===== config.mk =====
export PLATFORM = sky130hd
export DESIGN_NAME = alu_cmd_sequencer
export DESIGN_NICKNAME = d
export VERILOG_FILES = /design/src/rtl/alu_cmd_sequencer.sv
export SDC_FILE = /design/constraint.sdc
export NUM_CORES = 1
export LEC_CHECK = 0
export CAP_MARGIN = 25
export CORE_MARGIN = 4
export CORE_UTILIZATION = 50
export DETAILED_ROUTE_END_ITERATION = 6
export PLACE_DENSITY = 0.73
export SLEW_MARGIN = 40
export SYNTH_ARGS = -nofsm -noshare
export SYNTH_HDL_FRONTEND = slang
export SYNTH_SLANG_ARGS = --single-unit

===== constraint.sdc =====
create_clock -name clk -period 8.77 [get_ports clk]
set_input_delay 1.754 -clock clk [delete_from_list [all_inputs] [get_ports clk]]
set_output_delay 1.754 -clock clk [all_outputs]
set_load 0.01 [all_outputs]

===== src/rtl/alu_cmd_sequencer.sv =====
// alu_cmd_sequencer: accepts register-based ALU commands, reads operands from
// an 8 x 16 register file, drives the external combinational ALU for one
// cycle, captures its result and flags, writes the result back and returns
// it on a valid/ready response channel. Three-state control: IDLE/EXEC/RESP.
module alu_cmd_sequencer #(
  parameter  int DATA_W = 16,
  parameter  int NREG   = 8,
  localparam int AW     = $clog2(NREG)
) (
  input  logic              clk,
  input  logic              rst_n,

  // command channel
  input  logic              cmd_valid,
  output logic              cmd_ready,
  input  logic [3:0]        cmd_op,
  input  logic [AW-1:0]     cmd_rd,
  input  logic [AW-1:0]     cmd_ra,
  input  logic [AW-1:0]     cmd_rb,
  input  logic              cmd_imm_en,
  input  logic [DATA_W-1:0] cmd_imm,

  // ALU side
  output logic [DATA_W-1:0] alu_a,
  output logic [DATA_W-1:0] alu_b,
  output logic [3:0]        alu_sel,
  input  logic [DATA_W-1:0] alu_y,
  input  logic              alu_cout,
  input  logic              alu_zero,

  // response channel
  output logic              rsp_valid,
  input  logic              rsp_ready,
  output logic [DATA_W-1:0] rsp_data,
  output logic [AW-1:0]     rsp_rd,
  output logic              rsp_cout,
  output logic              rsp_zero,

  // sticky flags of the last completed operation
  output logic              flag_c,
  output logic              flag_z
);

  typedef enum logic [1:0] {
    IDLE = 2'd0,
    EXEC = 2'd1,
    RESP = 2'd2
  } state_t;

  state_t state_q;
  state_t state_d;

  logic [DATA_W-1:0] rf [NREG];
  logic [AW-1:0]     rd_q;
  logic              accept;

  // Register 0 reads as zero regardless of what the array holds.
  function automatic logic [DATA_W-1:0] rf_read(input logic [AW-1:0] idx);
    return (idx == '0) ? '0 : rf[idx];
  endfunction

  // Ready only in IDLE and never while reset is being applied.
  assign cmd_ready = (state_q == IDLE) && rst_n;
  assign accept    = cmd_valid && cmd_ready;

  // State register.
  // NOTE: sequential state uses non-blocking assignments so every flop samples
  // pre-edge values regardless of the order the always blocks are evaluated.
  always_ff @(posedge clk) begin
    if (!rst_n) state_q <= IDLE;
    else        state_q <= state_d;
  end

  // Next-state logic and state-decoded outputs.
  // NOTE: every signal written here is defaulted first so no path leaves it
  // unassigned, which would otherwise infer a latch.
  always_comb begin
    state_d   = state_q;
    rsp_valid = 1'b0;
    unique case (state_q)
      IDLE: if (accept) state_d = EXEC;
      EXEC: state_d = RESP;
      RESP: begin
        rsp_valid = 1'b1;
        if (rsp_ready) state_d = IDLE;
      end
      default: state_d = IDLE;
    endcase
  end

  // Operand latch on command acceptance; ALU operands then hold until the
  // next accepted command.
  always_ff @(posedge clk) begin
    if (!rst_n) begin
      alu_a   <= '0;
      alu_b   <= '0;
      alu_sel <= '0;
      rd_q    <= '0;
    end else if (accept) begin
      alu_a   <= rf_read(cmd_ra);
      alu_b   <= cmd_imm_en ? cmd_imm : rf_read(cmd_rb);
      alu_sel <= cmd_op;
      rd_q    <= cmd_rd;
    end
  end

  // Result capture at the end of EXEC; fields then hold through RESP.
  always_ff @(posedge clk) begin
    if (!rst_n) begin
      rsp_data <= '0;
      rsp_rd   <= '0;
      rsp_cout <= 1'b0;
      rsp_zero <= 1'b0;
      flag_c   <= 1'b0;
      flag_z   <= 1'b0;
    end else if (state_q == EXEC) begin
      rsp_data <= alu_y;
      rsp_rd   <= rd_q;
      rsp_cout <= alu_cout;
      rsp_zero <= alu_zero;
      flag_c   <= alu_cout;
      flag_z   <= alu_zero;
    end
  end

  // Register-file writeback at the end of EXEC, so the value is visible in
  // RESP and to any command accepted afterwards; writes to r0 are dropped.
  // NOTE: the register file is small and architecturally defined to clear on
  // reset, so it is built from resettable flops rather than a RAM macro.
  always_ff @(posedge clk) begin
    if (!rst_n) begin
      for (int i = 0; i < NREG; i++) rf[i] <= '0;
    end else if (state_q == EXEC && rd_q != '0) begin
      rf[rd_q] <= alu_y;
    end
  end

endmodule


Figure 1. Sequential cells coloured by netlist name (run 1).
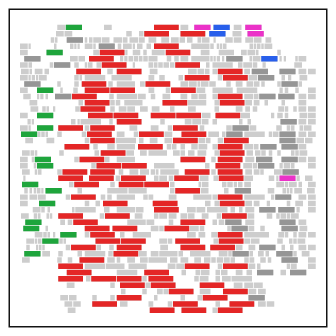
Key: red = rf [placed flops 112]; blue = rd_q [placed flops 3]; magenta = alu_sel [placed flops 4]; green = rsp_data [placed flops 16]
Another 39 sequential cells are not coloured.
fraction of standard cell area that is sequential: 0.4573
core utilization of the finished layout: 0.6271

Figure 2. Clock network drawn from the DEF (run 1).
Scale bar: 50 um.
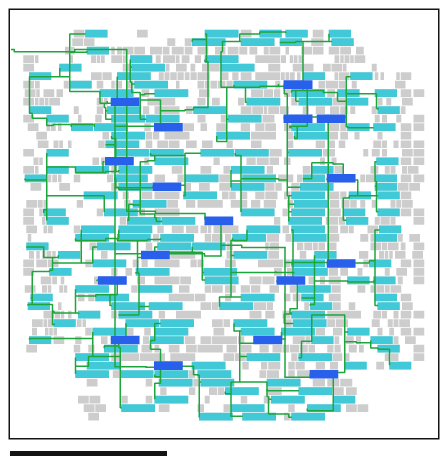
Key: cyan = flip-flops [count 174]; green = clock wires [length 2000 um]; blue = clock drivers [count 17]
Position of the flops: widely spread.

Figure 3. Pin placement (run 1).
Pins as bars across the die edge, other pins in grey.
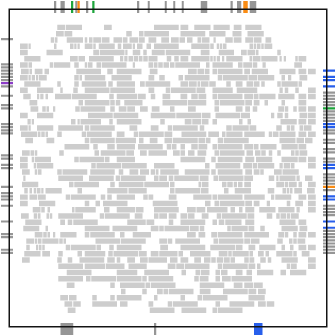
Key: green = cmd_rd [pins 3, direction input, edge 2 top, 1 right]; purple = rsp_ready [pins 1, direction input, edge left]; orange = cmd_op [pins 4, direction input, edge 3 top, 1 right]; blue = alu_a [pins 16, direction output, edge 12 right, 4 bottom]
Port-buffer cells: 112
vertical die dimension: 136.7 um

==> reports/qor.yml, run 1 <==
warning_count: 26
std_cell_rows: 46
yosys_warnings: 0
static-leakage-power_nw: 3.633
cts_tree: "done"
areaGrowthSynthToFinish_pct: 21.55
max_clock_freq_ghz: 0.1885
cts.repair.resized: 0
antenna_left: 0
hold_path.startpoint: "rsp_data[4]"
p_comb_w: 0.000221
post_layout_nonfiller_instances: 1005
routed-via-count: 5886
global_route.usage.met2: 0.3464
worst_pin_slew_ns: 0.7479
power.total_w: 0.001896
wl_met3_um: 1807
synth-area-yosys_um2: 8284
post_route_cells_drive_above_1_share: 0.1420
worstSetupPathType: "input port to output port"
cts.sink_count: 174
grt_start_max_net_pins: 56
cts-root-buf: "sky130_fd_sc_hd__clkbuf_16"
clock_path_buffers: 2
placed_cells_incl_taps: 973
wl_met2_um: 9484
setup_repair_after_global_routing_missed_its_margin: "no"
run_status: "complete, no violations"
postSynthRegisterBits: 174
synthDominantCellAreaShare: 0.4060
place_hpwl_um: 14530
worst_setup_path_end_kind: "output port"
drv.max_cap_violation_count: 0
cell_count_after_synthesis: 689
critical_path_arrival_ns: 3.55
grt_first_pass_wirelength_um: 33360
finish.instance_area_um2: 10070
synth-xor-area-share: 0
synth_top_cell_by_area: "sky130_fd_sc_hd__edfxtp_1"
p_clk_frac: 0.393
antenna_found_initial: 0
power_per_cell_area_nw_per_um2: 188.3
drtPass1Iterations: 5
cell_family_with_the_largest_share_of_critical_path_delay: "buffers and inverters"
Figure 4. Routed metal, one colour a layer (run 1).
Scale bar: 50 um.
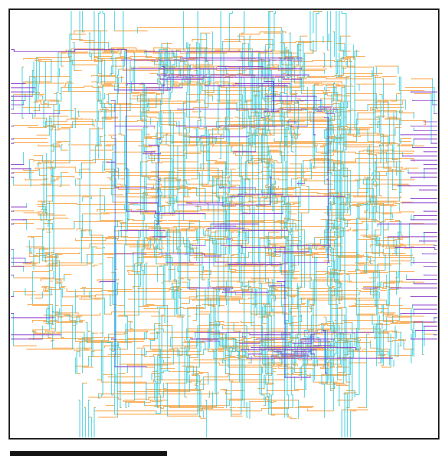

## Run 2: what changed since run 1
==> constraint.sdc (replaced) <==
create_clock -name clk -period 5.1 [get_ports clk]
set_input_delay 1.02 -clock clk [delete_from_list [all_inputs] [get_ports clk]]
set_output_delay 1.02 -clock clk [all_outputs]
set_load 0.01 [all_outputs]
Figure 5. Routed metal, one colour a layer (run 2).
Scale bar: 50 um.
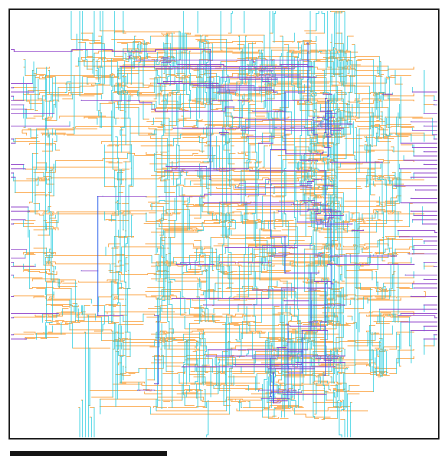
Key: cyan = metal 2 [wire length 8980 um]; purple = metal 3 [wire length 2090 um]; orange = metal 1 [wire length 9260 um]; blue = metal 4 [wire length 367 um]
All-Layer GR Usage: 0.2317
via count: 5929
Post-Route WL: 20700 um
routed length per placed instance: 20.56 um

Figure 6. Clock network drawn from the DEF (run 2).
Scale bar: 50 um.
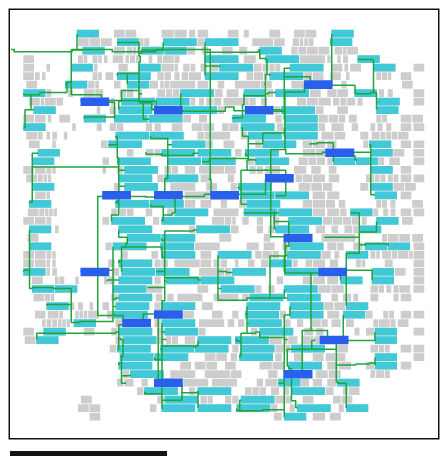
Key: green = clock wires [length 1870 um]; cyan = flip-flops [count 174]; blue = clock drivers [count 17]
There are 18 routed clock nets.

==> run 2 against run 1 <==
  * Utilization down 0.28 points
  * Cell count grew 0.20%
  * Largest cell class unchanged
  * Largest power group unchanged
  * Register-to-register slack worse by 3.8 ns
  * Final area decreased by 0.45%
  * First-iteration DRC count increased by 21%
  * Combinational power is 69% higher
  * Via count is 0.73% higher
  * Count of clock-buffer cells in the layout is 4 lower
  * Clock skew shrank 0.0036 ns
  * Sequential share of layout area increased by 0.21 points
==> reports/qor.yml, run 2 <==
worstSetupPathType: "input port to output port"
postSynthRegisterBits: 174
cts.sink_count: 174
static-leakage-power_nw: 3.603
seqAreaFraction: 0.4593
warning_count: 26
post_route_cells_drive_above_1_share: 0.1429
yosys_warnings: 0
finish.instance_area_um2: 10020
grt_first_pass_wirelength_um: 33060
synth_top_cell_by_area: "sky130_fd_sc_hd__edfxtp_1"
wl_met3_um: 2094
worst_setup_path_end_kind: "output port"
power.total_w: 0.003189
cell_count_after_synthesis: 689
max_clock_freq_ghz: 0.2712
placed_cells_incl_taps: 975
run_status: "complete, no violations"
synth-area-yosys_um2: 8284
global_route.usage.met2: 0.3379
Figure 7. Sequential cells coloured by netlist name (run 2).
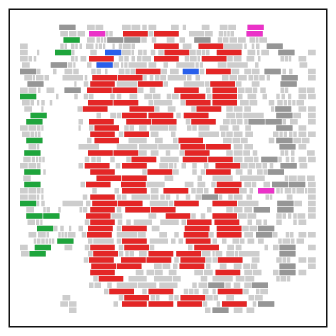

## Run 3: what changed since run 2
==> constraint.sdc (replaced) <==
create_clock -name clk -period 3.59 [get_ports clk]
set_input_delay 0.718 -clock clk [delete_from_list [all_inputs] [get_ports clk]]
set_output_delay 0.718 -clock clk [all_outputs]
set_load 0.01 [all_outputs]
Figure 8. Sequential cells coloured by netlist name (run 3).
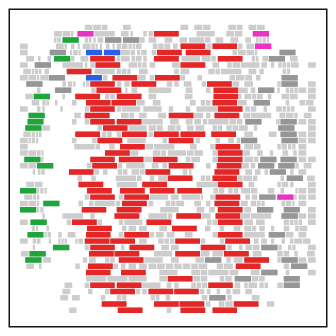
Key: blue = rd_q [placed flops 3]; magenta = alu_sel [placed flops 4]; green = rsp_data [placed flops 16]; red = rf [placed flops 112]
Another 39 sequential cells are not coloured.

==> run 3 against run 2 <==
  * Cell count grew 0.99%
  * Combinational power grew 48%
  * Synthesized area is the same
  * Hold slack lost 0.00094 ns
  * Setup slack lost 0.73 ns
  * Largest power group unchanged
  * Utilization grew 0.90 points
  * Sequential power grew 42%
  * Routed wire length grew 5.2%
  * Sequential cell count is the same
  * Via count grew 0.66%
==> reports/qor.yml, run 3 <==
worst_setup_path_end_kind: "output port"
grt_start_max_net_pins: 55
worst_pin_slew_ns: 0.8207
antenna_found_initial: 0
power_per_cell_area_nw_per_um2: 457.1
drv.max_cap_violation_count: 0
yosys_warnings: 0
p_comb_w: 0.000553
areaGrowthSynthToFinish_pct: 22.75
cts.sink_count: 174
finish.instance_area_um2: 10170
run_status: "complete, no violations"
post_drt_wl_per_cell_um: 21.42
grt_first_pass_wirelength_um: 34000
cts_tree: "done"
cts.repair.resized: 0
synth-area-yosys_um2: 8284
cts-root-buf: "sky130_fd_sc_hd__clkbuf_16"
post_layout_nonfiller_instances: 1017
globalRouteTotalUtil: 0.2412
critical_path_arrival_ns: 2.19
worstSetupPathType: "input port to output port"
seqAreaFraction: 0.4528
post_route_cells_drive_above_1_share: 0.1536
postSynthRegisterBits: 174
post_route_wl_um: 21790
wl_met2_um: 9808
place_hpwl_um: 15330
clock_path_buffers: 2
Figure 9. Pin placement (run 3).
Pins as bars across the die edge, other pins in grey.
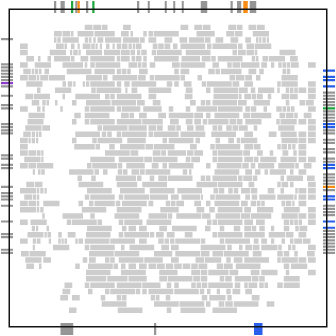
Key: purple = rsp_ready [pins 1, direction input, edge left]; blue = alu_a [pins 16, direction output, edge 12 right, 4 bottom]; orange = cmd_op [pins 4, direction input, edge 3 top, 1 right]; green = cmd_rd [pins 3, direction input, edge 2 top, 1 right]
All pins by edge: 48 right, 30 left, 24 top, 11 bottom.

Power is estimated from default activity; no workload was simulated.
